## src/rtl/gpio_pkg.sv

```systemverilog
// gpio_pkg: constants shared by the GPIO peripheral, its input conditioner and their benches
//   GPIO_WIDTH   default pin count
//   REG_*        peripheral register byte offsets
//   clog2_min1   counter width helper that never returns 0
package gpio_pkg;
   localparam int GPIO_WIDTH = 32;
   localparam logic [7:0] REG_OUT      = 8'h00;
   localparam logic [7:0] REG_OE       = 8'h04;
   localparam logic [7:0] REG_IN       = 8'h08;
   localparam logic [7:0] REG_INT_EN   = 8'h0C;
   localparam logic [7:0] REG_INT_STAT = 8'h10;
   localparam logic [7:0] REG_INT_CLR  = 8'h14;
   function automatic int clog2_min1(input int n);
      return (n > 1) ? $clog2(n) : 1;
   endfunction
endpackage

```

## src/rtl/gpio_in_conditioner_if.sv

```systemverilog
// gpio_in_conditioner_if: pad-side and peripheral-side signals of the input conditioner
//   pad_in, bypass             raw pad levels and per-pin debounce bypass (into the conditioner)
//   gpio_in, rise/fall_pulse   conditioned levels and edge strobes (out of the conditioner)
//   sample_tick                debounce sample strobe (out of the conditioner)
interface gpio_in_conditioner_if import gpio_pkg::*; #(parameter int WIDTH = GPIO_WIDTH) ();
   logic [WIDTH-1:0] pad_in;
   logic [WIDTH-1:0] bypass;
   logic [WIDTH-1:0] gpio_in;
   logic [WIDTH-1:0] rise_pulse;
   logic [WIDTH-1:0] fall_pulse;
   logic             sample_tick;
   modport slave (input pad_in, bypass, output gpio_in, rise_pulse, fall_pulse, sample_tick);
   modport master (output pad_in, bypass, input gpio_in, rise_pulse, fall_pulse, sample_tick);
endinterface

```

## src/rtl/gpio_debounce_cell.sv

```systemverilog
// gpio_debounce_cell: one pin of synchroniser, tick-sampled debounce filter and edge detector
//   clk, rst   clock, asynchronous active-high reset
//   i_pad      raw asynchronous pad level
//   i_bypass   1 = output follows the synchronised level every cycle
//   i_tick     shared debounce sample strobe
//   o_gpio     conditioned stable level
//   o_rise     1-cycle pulse the cycle after o_gpio goes 0->1
//   o_fall     1-cycle pulse the cycle after o_gpio goes 1->0
module gpio_debounce_cell import gpio_pkg::*; #(
   parameter int SYNC_STAGES = 2,
   parameter int DB_COUNT    = 4
) (
   input  logic clk,
   input  logic rst,
   input  logic i_pad,
   input  logic i_bypass,
   input  logic i_tick,
   output logic o_gpio,
   output logic o_rise,
   output logic o_fall
);
   localparam int CW = $clog2(DB_COUNT + 1);
   logic [SYNC_STAGES-1:0] r_sync;
   logic [CW-1:0]          r_cnt;
   logic [CW-1:0]          w_cnt_nx;
   logic                   r_gpio;
   logic                   r_gpio_d;
   logic                   r_rise;
   logic                   r_fall;
   logic                   w_sync;
   logic                   w_gpio_nx;
   logic                   w_diff;
   logic                   w_accept;
   assign w_sync   = r_sync[SYNC_STAGES-1];
   assign w_diff   = w_sync != r_gpio;
   assign w_accept = w_diff && (r_cnt == CW'(DB_COUNT - 1));
   // counter only tracks an unbroken run of differing samples; one matching sample restarts it
   always_comb begin
      w_cnt_nx  = r_cnt;
      w_gpio_nx = r_gpio;
      if (i_bypass) begin
         w_cnt_nx  = '0;
         w_gpio_nx = w_sync;
      end else if (i_tick) begin
         w_cnt_nx  = (!w_diff || w_accept) ? '0 : r_cnt + 1'b1;
         w_gpio_nx = w_accept ? w_sync : r_gpio;
      end
   end
   always_ff @(posedge clk or posedge rst) begin
      if (rst) begin
         r_sync   <= '0;
         r_cnt    <= '0;
         r_gpio   <= 1'b0;
         r_gpio_d <= 1'b0;
         r_rise   <= 1'b0;
         r_fall   <= 1'b0;
      end else begin
         r_sync   <= {r_sync[SYNC_STAGES-2:0], i_pad};
         r_cnt    <= w_cnt_nx;
         r_gpio   <= w_gpio_nx;
         r_gpio_d <= r_gpio;
         r_rise   <= r_gpio & ~r_gpio_d;
         r_fall   <= ~r_gpio & r_gpio_d;
      end
   end
   assign o_gpio = r_gpio;
   assign o_rise = r_rise;
   assign o_fall = r_fall;
endmodule

```

## src/rtl/gpio_in_conditioner.sv

```systemverilog
// gpio_in_conditioner: pad synchronise, debounce and edge-detect front end for the GPIO peripheral
//   clk, rst   clock, asynchronous active-high reset
//   io         slave side of gpio_in_conditioner_if (pad_in, bypass in; gpio_in, pulses, tick out)
module gpio_in_conditioner import gpio_pkg::*; #(
   parameter int WIDTH       = GPIO_WIDTH,
   parameter int SYNC_STAGES = 2,
   parameter int PRESCALE    = 1000,
   parameter int DB_COUNT    = 4
) (
   input logic                  clk,
   input logic                  rst,
   gpio_in_conditioner_if.slave io
);
   localparam int PW = clog2_min1(PRESCALE);
   logic [PW-1:0]    r_pcnt;
   logic             r_tick;
   logic             w_wrap;
   logic [WIDTH-1:0] w_gpio;
   logic [WIDTH-1:0] w_rise;
   logic [WIDTH-1:0] w_fall;
   assign w_wrap = r_pcnt == PW'(PRESCALE - 1);
   // with PRESCALE=1 the counter sits at 0, so the tick stays high every cycle after reset
   always_ff @(posedge clk or posedge rst) begin
      if (rst) begin
         r_pcnt <= '0;
         r_tick <= 1'b0;
      end else begin
         r_pcnt <= w_wrap ? '0 : r_pcnt + 1'b1;
         r_tick <= w_wrap;
      end
   end
   for (genvar g = 0; g < WIDTH; g++) begin : g_pin
      gpio_debounce_cell #(
         .SYNC_STAGES (SYNC_STAGES),
         .DB_COUNT    (DB_COUNT)
      ) u_cell (
         .clk      (clk),
         .rst      (rst),
         .i_pad    (io.pad_in[g]),
         .i_bypass (io.bypass[g]),
         .i_tick   (r_tick),
         .o_gpio   (w_gpio[g]),
         .o_rise   (w_rise[g]),
         .o_fall   (w_fall[g])
      );
   end
   assign io.gpio_in     = w_gpio;
   assign io.rise_pulse  = w_rise;
   assign io.fall_pulse  = w_fall;
   assign io.sample_tick = r_tick;
endmodule
```

## src/flat_wrapper.sv

```systemverilog
// flat-port wrapper written by rule: the top's interface ports become plain ports
module gpio_in_conditioner_flat import gpio_pkg::*;
#(
   parameter int WIDTH       = GPIO_WIDTH,
   parameter int SYNC_STAGES = 2,
   parameter int PRESCALE    = 1000,
   parameter int DB_COUNT    = 4
)
  (clk, rst, io_pad_in, io_bypass, io_gpio_in, io_rise_pulse, io_fall_pulse, io_sample_tick);
  gpio_in_conditioner_if #(.WIDTH(WIDTH)) io_i ();
  input logic clk;
  input logic rst;
  input wire logic [$bits(io_i.pad_in)-1:0] io_pad_in;
  input wire logic [$bits(io_i.bypass)-1:0] io_bypass;
  output wire logic [$bits(io_i.gpio_in)-1:0] io_gpio_in;
  output wire logic [$bits(io_i.rise_pulse)-1:0] io_rise_pulse;
  output wire logic [$bits(io_i.fall_pulse)-1:0] io_fall_pulse;
  output wire logic [$bits(io_i.sample_tick)-1:0] io_sample_tick;
  assign io_i.pad_in = io_pad_in;
  assign io_i.bypass = io_bypass;
  assign io_gpio_in = io_i.gpio_in;
  assign io_rise_pulse = io_i.rise_pulse;
  assign io_fall_pulse = io_i.fall_pulse;
  assign io_sample_tick = io_i.sample_tick;
  gpio_in_conditioner #(.WIDTH(WIDTH), .SYNC_STAGES(SYNC_STAGES), .PRESCALE(PRESCALE), .DB_COUNT(DB_COUNT)) u_core (.clk(clk), .rst(rst), .io(io_i));
endmodule
```

## config.mk

```make
export PLATFORM = sky130hd
export DESIGN_NAME = gpio_in_conditioner_flat
export DESIGN_NICKNAME = d
export VERILOG_FILES = /design/src/rtl/gpio_pkg.sv /design/src/rtl/gpio_in_conditioner_if.sv /design/src/rtl/gpio_debounce_cell.sv /design/src/rtl/gpio_in_conditioner.sv /design/src/flat_wrapper.sv
export SDC_FILE = /design/constraint.sdc
export NUM_CORES = 1
export LEC_CHECK = 0
export ABC_AREA = 1
export ABC_CLOCK_PERIOD_IN_PS = 22600
export CORE_MARGIN = 4
export CORE_UTILIZATION = 45
export DETAILED_ROUTE_END_ITERATION = 7
export PLACE_DENSITY = 0.76
export SYNTH_ARGS = -nofsm -noshare
export SYNTH_HDL_FRONTEND = slang
export SYNTH_SLANG_ARGS = --single-unit
```

## constraint.sdc

```tcl
create_clock -name clk -period 22.6 [get_ports clk]
set_input_delay 4.52 -clock clk [delete_from_list [all_inputs] [get_ports clk]]
set_output_delay 4.52 -clock clk [all_outputs]
set_load 0.02 [all_outputs]
```

==> impl_metrics.ini <==
; generated from flow reports
[status]
run_status = finished clean

[worst_hold_path]
hold_crit_depth = 0
hold_end = u_core.g_pin[7].u_cell.r_sync[1]
hold_path_class = reg2reg
min-delay-start = u_core.g_pin[7].u_cell.r_sync[0]

[finish]
layout.cells.most_common = dfrtp_1
largestRegisters = u_core.g_pin.u_cell.r_cnt x96, u_core.g_pin.u_cell.r_sync x64
clk_share = 0.0759
num-nets-final = 1451
numSequentialCells = 299
final-seq-area_sq_mm = 0.00748
number_of_cells_in_the_finished_layout_apart_from_fillers = 1724
sh_seq_area = 0.496
registers.top_by_ff_count = u_core.g_pin.u_cell.r_cnt
area_share_nonclk_buffers = 0.109
commonest_non_fill_non_tap_cells_in_the_layout = dfrtp_1, nand2_1, inv_1
design_area_sq_mm = 0.0151
nClkBuffers = 51
num-nonclk-inverters = 177
nNonClkBuffers = 164
num_antenna_cells = 0
post-route-util = 0.543
area.combinational_sq_mm = 0.00365
largest_register_ffs = 96
comb_total_area = 0.242
fraction_of_final_layout_cells_sized_beyond_drive_strength_1 = 0.0661
fillers = 2403
biggestCellCategory = flip-flops and latches
syn2layout_area_growth_pct = 19.2

[cts]
postCtsResizedCells = 0
cts.htree.levels = 2
tritoncts_clock_tree = built
holdBufCountCts = 0
worst_setup_hold_path_clk_slew_ns = 0.06
cts_num_sinks = 299
cts_post_setup_buffers_inserted = 0
largest_buffer_count_on_any_clock_path = 3
insertion_delay_ns = 0.50
root_driver = clkbuf_16
numCtsBuffers = 34

[yosys]
synth.cell_area_sq_mm = 0.0127
synthesis.instances = 1233
arithmetic_cell_share_of_the_synthesized_area_counting_full_adders_half_adders_and_majority_gates = 0.0643
ys_top_cells_by_count = dfrtp_1, nand2_1, inv_1
syn-num-nets = 1364
synth_top_area_share = 0.591
synthAoiAreaFrac = 0.0531
yosys-dominant-comb-family = simple AND/OR/NAND/NOR gates
ys_chip_area_sq_mm = 0.0127
synth.area.mux_share = 0.000791
synth_cell_types = 22
syn-mean-instance-area_sq_um = 10.3
synth-edff-count = 0
ys.flop_type = dfrtp_1
synth.most_common_cell = dfrtp_1
ys.warnings.count = 0
area_leaders = dfrtp_1, ha_1, buf_4, nand2_1, inv_1
number_of_storage_elements_in_the_synthesis_netlist = 299
synth.cellmix.xorXnorShare = 0.0132
synthSimpleGateAreaFrac = 0.157
cell_taking_the_most_area_after_synthesis = dfrtp_1
count_of_instantiated_cells_in_the_yosys_netlist = 1233
async_reset_ff_frac = 1.00
yosysSeqAreaShare = 0.591

[pwr]
comb_cell_power_w = 0.000106
share_seq_of_total_power = 0.470
power_attributed_to_the_clock_group_w = 0.000546
seq_cell_power_w = 0.000578
share_clk_of_total_power = 0.444
combinationalPowerShare = 0.086
power.share.switching = 0.232
power.density_cell_area_mw_per_mm2 = 81.6
power_w = 0.00123
leakage_nw = 7.42
internal_power_w = 0.000944
power.ir.vdd_worst_mv = 0.0614

[placement]
port_buffers = 162
cell_area_after_placement_sq_mm = 0.0139
placed_cells_incl_taps = 1662
gp_congestion = 0.771
detailed_place_hpwl_um = 14700

[critical_path]
worst_ep_required_time_ns = 18.08
critical_path_depth = 1
r2r_slack_ns = 20.90
worstSetupStartpoint = u_core.g_pin[6].u_cell.o_gpio
timing.critical_path.arrival_ns = 1.62
worst_r2r_endpoint = u_core.g_pin[3].u_cell.o_gpio
critical-path-slowest-cell = clkdlybuf4s50_1
rr_startpoint = u_core.io.sample_tick
crit_chain = clkdlybuf4s50_1
criticalPathCategory = reg2out
crit_path_end_kind = output port
critical_path.max_stage_delay_ns = 0.69
endpoint = io_gpio_in[6]
worst-path-max-fanout = 5
reg2regPathDepth = 4
path_buffers = 1
worstSetupStartpointType = flop

[grt]
grt_pass1_wl_um = 38700
global_route.peak_usage_layer = met2
initial_antenna_violation_count = 0
fraction_of_met3_tracks_used_by_global_routing = 0.0443
grt_overflow = 0
vias_in_the_first_global_route = 8379
largest_net_degree_at_the_start_of_global_routing = 164
global_route.usage.total = 0.148

[floorplanning]
floorplan.rows = 61
floorplan.die_area_sq_mm = 0.0309
fp_util = 0.455
tap-cell-count = 378
core_area_sq_mm = 0.0278
die_height_um = 176
die_w_um = 176
ios = 163

[final_timing]
worst_slew_pin_slew_ns = 0.983
report.final.slew_viol_count = 0
totalNegativeSetupSlack_ns = 0
setup_ws_ns = 16.46
worst_setup_skew_after_layout_ns = 0.0105
slew_headroom = 0.345
whs_ns = 0.343
grt_setup_unrepaired = false
timing_hold_violations_final = 0
setup_violations = 0
finalWorstPathRequiredPeriod_ns = 6.14
layout_worst_path_cycle_share = 0.272
top_achievable_clock_speed_mhz = 163

[routing]
detail_route.wirelength.met1_um = 9690
route.met3.wl_um = 1500
detail_route.wirelength_um = 22200
detail-route-antenna-nets = 0
drt_pre_antenna_iters = 5
routed_wire_length_per_instance_um = 12.9
detail_route.vias_per_cell = 4.69
dr.first_iter.drc_count = 413
vias = 8085
post-route-drc-count = 0
highest-signal-layer = met4

[run]
warning_count = 30
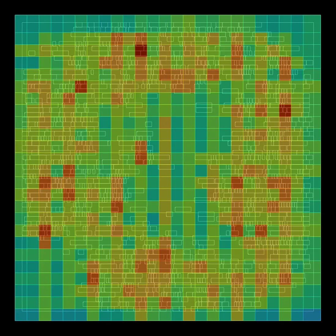
Figure 1: track usage over the die.
met2 usage in global routing: 0.244
met1 layer usage reported by global route: 0.193

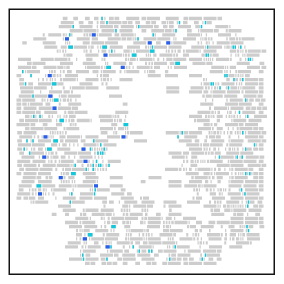
Figure 2: selected gate families.
Drawn at 1.5 px/um.
- blue: XOR/XNOR gates (cells 19; most used xor2_1)
- cyan: NOR gates (cells 106; most used nor2_1; where all over the die)

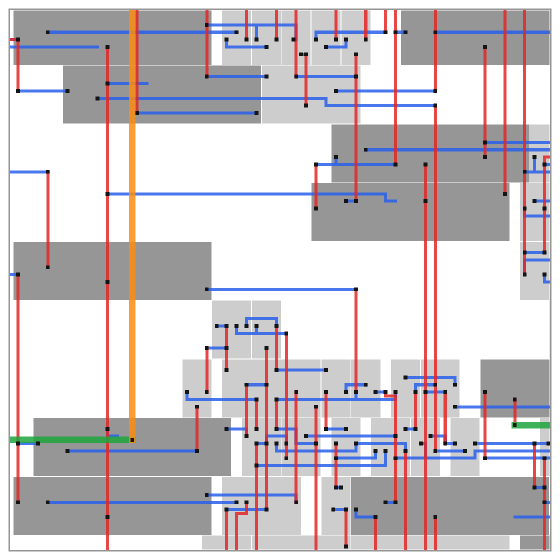
Figure 3: a small window of the routed layout.
Region (119, 119) to (144, 144) um. Cells in grey, sequential cells in the stronger grey; small squares are vias.
- red: metal 2
- green: metal 3
- orange: metal 4
- blue: metal 1
- cells with their middle in the window: 34
- netlist names of flops here include: u_core.g_pin.u_cell.r_cnt (6)
- most frequent: nand2_1 (10), dfrtp_1 (9), nor2_1 (4)
- sequential cells in the window: 9

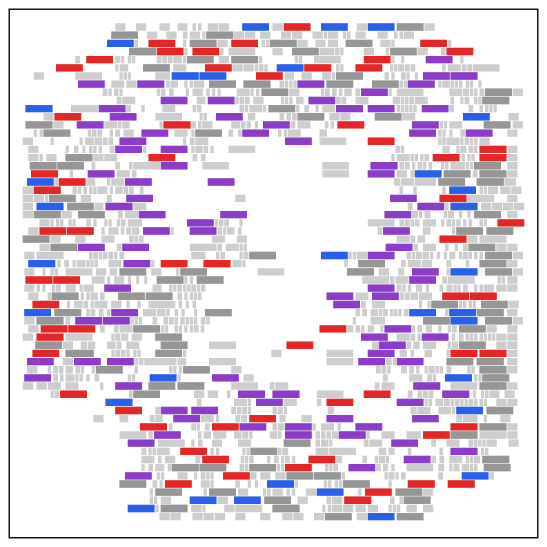
Figure 4: sequential cells coloured by netlist name.
Drawn at 3 px/um. Other sequential cells in the stronger grey, the rest of the logic in the fainter grey.
- blue: u_core.g_pin.u_cell.r_gpio_d (placed flops 32; where all over the die)
- red: u_core.g_pin.u_cell.r_sync (placed flops 64; where all over the die)
- purple: u_core.g_pin.u_cell.r_cnt (placed flops 96)
- not coloured: 107

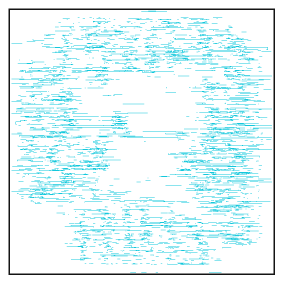
Figure 5: the metal 1 layer.
Drawn at 1.5 px/um.
- nets with wire on the layer: 1,333
- main direction: horizontal

